### Cells by drive strength, run 1

Drawn at 4 px/um.
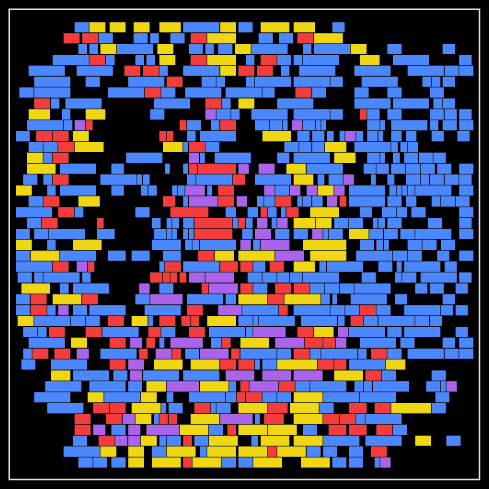
### Nets reached from selected ports, run 1

Drawn at 2 px/um.
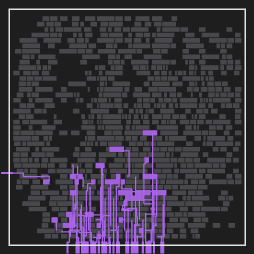
### Pin map, run 1

Drawn at 4 px/um. Pins as bars across the die edge, other pins in grey.
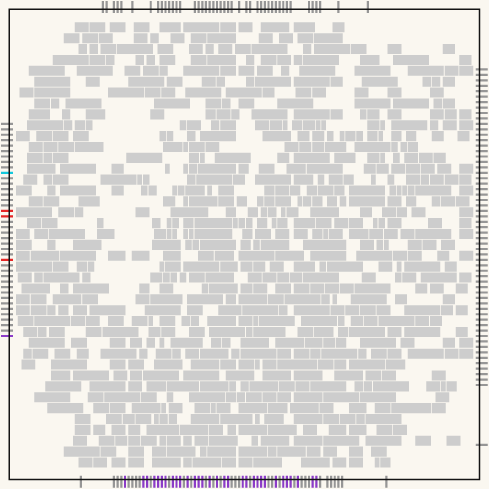
==> config.mk <==
export PLATFORM = sky130hd
export DESIGN_NAME = load_store_unit
export DESIGN_NICKNAME = d
export VERILOG_FILES = /design/src/rtl/load_store_unit.sv
export SDC_FILE = /design/constraint.sdc
export NUM_CORES = 1
export LEC_CHECK = 0
export CORE_UTILIZATION = 40
export CTS_BUF_LIST = sky130_fd_sc_hd__clkbuf_2 sky130_fd_sc_hd__clkbuf_4 sky130_fd_sc_hd__clkbuf_8
export CTS_CLUSTER_SIZE = 40
export DETAILED_ROUTE_END_ITERATION = 6
export GPL_TIMING_DRIVEN = 0
export PLACE_DENSITY = 0.8
export SLEW_MARGIN = 20
export SYNTH_ARGS = -nofsm -noshare
export SYNTH_HDL_FRONTEND = slang
export SYNTH_SLANG_ARGS = --single-unit
export TNS_END_PERCENT = 1
==> constraint.sdc <==
create_clock -name clk -period 2.2 [get_ports clk]
set_input_delay 0.44 -clock clk [delete_from_list [all_inputs] [get_ports clk]]
set_output_delay 0.44 -clock clk [all_outputs]
set_load 0.1 [all_outputs]
==> out/results.md, run 1 <==
| Quantity | Reported | Unit |
|:---|:---|:---|
| Cell count along the critical path | 6 | - |
| Area share of buffers outside the clock network | 32.94 | % |
| Clk pin slew, worst setup/hold paths | 0.10 | ns |
| Synth top cell by count | dfrtp_1 | - |
| Cell class with the largest area share | buffers | - |
| Hold WS | 0.3303 | ns |
| Number of rows in the core area | 41 | - |
| EDFF count, synth | 0 | - |
| Share of synthesized registers carrying an async set or reset | 100.0 | % |
| Sum of routed wire length over all layers | 18.26 | mm |
| TritonCTS buffer count | 9 | - |
| Multi-input logic area | 2894 | um2 |
| Area of the die | 13,740 | um2 |
| Yosys reg bits | 104 | - |
| CTS Root Cell | clkbuf_8 | - |
| Clock tree from TritonCTS | yes | - |
| Wire length of the first global-routing pass | 27.41 | mm |
| Detail Route met3 WL | 1.344 | mm |
| Total number of H-tree levels | 3 | - |
| Multi-input gates | 325 | - |
| Number of buffers added for setup after CTS | 9 | - |
| Failing checks | negative setup slack | - |
| Required time worst endpoint | 1.76 | ns |
| Setup violation total in the final timing report | 32 | - |
| AND/OR/NAND/NOR Cells, Area Fraction | 12.28 | % |
| Fraction of area in multi-input gates | 32.67 | % |
| Sequential cells | 104 | - |
| Top post-synthesis cells by count | 104 x dfrtp_1, 69 x mux2_2, 40 x and2_1, 38 x nor2_1, 32 x mux2i_1 | - |
| Crit Path Class | reg -> out | - |
| # nets final | 804 | - |
| Main kind of combinational logic by area | multiplexers | - |
| Flip-flop cell with the highest count after synthesis | dfrtp_1 | - |
| Worst path setup slack after routing | -0.2142 | ns |
| Final global-route overflow total | 0 | - |
| CTS max path bufs | 2 | - |
| Most frequent logic cell in the layout | dfrtp_1 | - |
| Count of non-CTS inverters in the layout | 7 | - |
| Crit-path max cell delay | 0.44 | ns |
| Fmax | 414.2 | MHz |
| Utilization after layout | 69.35 | % |
| Outcome | finished, violations left | - |
| Tot GR Track Use | 27.10 | % |
| Hold Path Class | in -> reg | - |
| Residual DRC count | 0 | - |
| Cells along the critical path | buf_6 > buf_8 > buf_12 > mux2i_4 > a211oi_4 > buf_12 | - |
| Clock tree cell share of total cell area | 2.161 | % |
-- 'Cells by drive strength' (at the start) --
size	colour	cells	share
x6 and larger	yellow	92	13%
x2	red	123	17%
x1 and smaller	blue	433	62%
x3 and x4	purple	56	8.0%
worst path setup slack after routing: -0.2142 ns
Design Area, Final: 8859 um2
total of plain and repair buffers excluding clock buffers: 252
area growth from synthesis to layout: 66.86%

-- 'Nets reached from selected ports' (at the start) --
port	colour	bits	direction	edge	end cells	buffers	wire
mem_wdata	purple	32	output	31 bottom, 1 left	32	32	1,050 um
count of input and output buffers: 205
num ports: 208

-- 'Pin map' (at the start) --
port	colour	pins	direction	edge
resp_fault	cyan	1	output	left
req_func3	red	3	input	left
mem_wdata	purple	32	output	31 bottom, 1 left
Die Ht: 117.2 um
overall die width: 117.2 um

==> run 2, diff against run 1 <==
Settings changed: CORE_UTILIZATION 40 to 45, PLACE_DENSITY 0.8 to 0.83.
==> out/results.md, run 2 <==
| Quantity | Reported | Unit | Delta |
|:---|:---|:---|:---|
| Number of rows in the core area | 39 | - | -4.9% |
| Area of the die | 12,240 | um2 | -11% |
| Fmax | 422.8 | MHz | +2.1% |
| Multi-input logic area | 2872 | um2 | -0.78% |
| Area growth from synthesis to layout | 62.06 | % |  |
| Design Area, Final | 8603 | um2 | -2.9% |
| EDFF count, synth | 0 | - | unchanged |
| Detail Route met3 WL | 1.074 | mm | -20% |
| Hold Path Class | in -> reg | - |  |
| Number of warnings the tools reported | 29 | - |  |
| Wire length of the first global-routing pass | 27.60 | mm | +0.68% |
| CP Max Fanout | 5 | - |  |
| Tapcells inserted | 143 | - |  |
| Failing checks | negative setup slack | - |  |
| Count of input and output buffers | 205 | - | unchanged |
| Total number of H-tree levels | 3 | - | unchanged |
| Final ANT Viol Nets | 0 | - |  |
| CTS max path bufs | 2 | - | unchanged |
| Clk pin slew, worst setup/hold paths | 0.10 | ns | about the same |
| Cell count along the critical path | 6 | - | unchanged |
| Multi-input gates | 325 | - | unchanged |
| Fraction of layout instances using a drive strength above 1 | 37.61 | % |  |
| CTS Root Cell | clkbuf_8 | - |  |
| Top cells, area | dfrtp_1 49%, mux2_2 15%, mux2i_1 6.0%, and2_1 4.7%, a211oi_1 3.5% | - |  |
| Via count | 4,800 | - |  |
| AND/OR/NAND/NOR Cells, Area Fraction | 12.28 | % | unchanged |
| Part of the Yosys area used for sequential elements | 49.02 | % |  |
| Busiest layer in global routing | met2 | - |  |
| Setup violation total in the final timing report | 33 | - | +3.1% |
| Synth top cell by count | dfrtp_1 | - |  |
| Outcome | finished, violations left | - |  |
| Main kind of combinational logic by area | multiplexers | - |  |
| Sequential cells | 104 | - | unchanged |
| Sum of routed wire length over all layers | 17.72 | mm | -3.0% |
| Final global-route overflow total | 0 | - | unchanged |
| Total of plain and repair buffers excluding clock buffers | 250 | - | -0.79% |
| Area share of buffers outside the clock network | 31.41 | % | -1.5 points |
| Clock tree cell share of total cell area | 2.516 | % | +0.35 points |
| Crit Path Class | reg -> out | - |  |
| # nets final | 802 | - | -0.25% |
| Yosys reg bits | 104 | - | unchanged |
| Cells along the critical path | buf_6 > buf_8 > buf_12 > mux2i_4 > a211oi_4 > buf_12 | - |  |
| Num ports | 208 | - | unchanged |
| Number of vias per cell after detailed routing | 5.680 | - |  |
| Fraction of area in multi-input gates | 33.38 | % | +0.71 points |
| Share of synthesized registers carrying an async set or reset | 100.0 | % | unchanged |
| Number of buffers added for setup after CTS | 6 | - | -3 |
| Worst path setup slack after routing | -0.1650 | ns | +0.04912 ns |
| Tot GR Track Use | 28.58 | % | +1.5 points |
| Count of non-CTS inverters in the layout | 7 | - | unchanged |
| Met2 WL post-DR | 9.338 | mm |  |
| Residual DRC count | 0 | - | unchanged |
| Total placed cells including tap cells | 821 | - |  |
| Number of hold violations in the final report | 0 | - |  |
| Seq. cell area | 2608 | um2 |  |
| Total of clock buffers placed in the layout | 12 | - |  |
| Flip-flop cell with the highest count after synthesis | dfrtp_1 | - |  |
| Utilization after layout | 75.02 | % | +5.7 points |
| Post-synthesis area per instance | 11.27 | um2 |  |
| Top post-synthesis cells by count | 104 x dfrtp_1, 69 x mux2_2, 40 x and2_1, 38 x nor2_1, 32 x mux2i_1 | - |  |
| Required time worst endpoint | 1.76 | ns | about the same |
| Clock tree from TritonCTS | yes | - |  |
| Slew at the pin closest to its max-slew limit | 0.9978 | ns |  |
| Met1 usage | 34.87 | % |  |
| Area figure in the yosys stat output | 5309 | um2 |  |
| TritonCTS buffer count | 9 | - | unchanged |
| Starting density of the core | 46.30 | % |  |
| Cell class with the largest area share | logic gates | - |  |
| Cell area after placement | 7781 | um2 |  |
| Number of inserted filler cells in the final layout | 767 | - |  |
| Count of routing violations after the opening detailed-route iteration | 230 | - |  |
| Crit-path max cell delay | 0.45 | ns | about the same |
| Arithmetic-cell share of the synthesized area counting full adders, half adders and majority gates | 0.6128 | % |  |
| Hold WS | 0.3292 | ns | -0.001148 ns |
### Gate-type map, run 2

Drawn at 4 px/um.
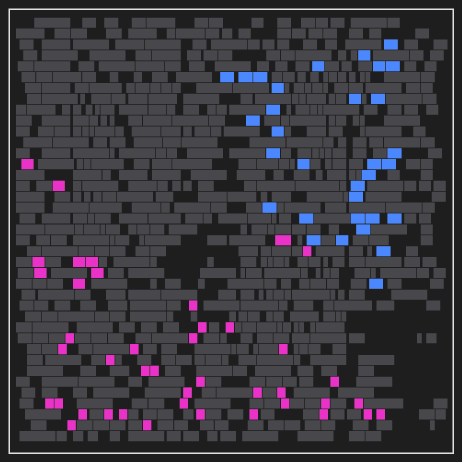
family	colour	cells
non-inverting ao/oa cells	blue	32
and/or cells	magenta	42
most frequent logic cell in the layout: dfrtp_1
Post-Layout Cell Count: 845

### Pin map, run 2

Drawn at 4 px/um. Pins as bars across the die edge, other pins in grey.
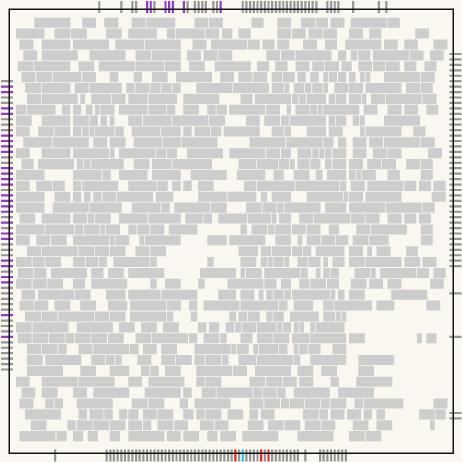
port	colour	pins	direction	edge
mem_wdata	purple	32	output	25 left, 7 top
req_func3	red	3	input	bottom
resp_fault	cyan	1	output	bottom
all pins by edge	63 bottom, 54 left, 47 top, 44 right
overall die width: 110.6 um
Die Ht: 110.6 um

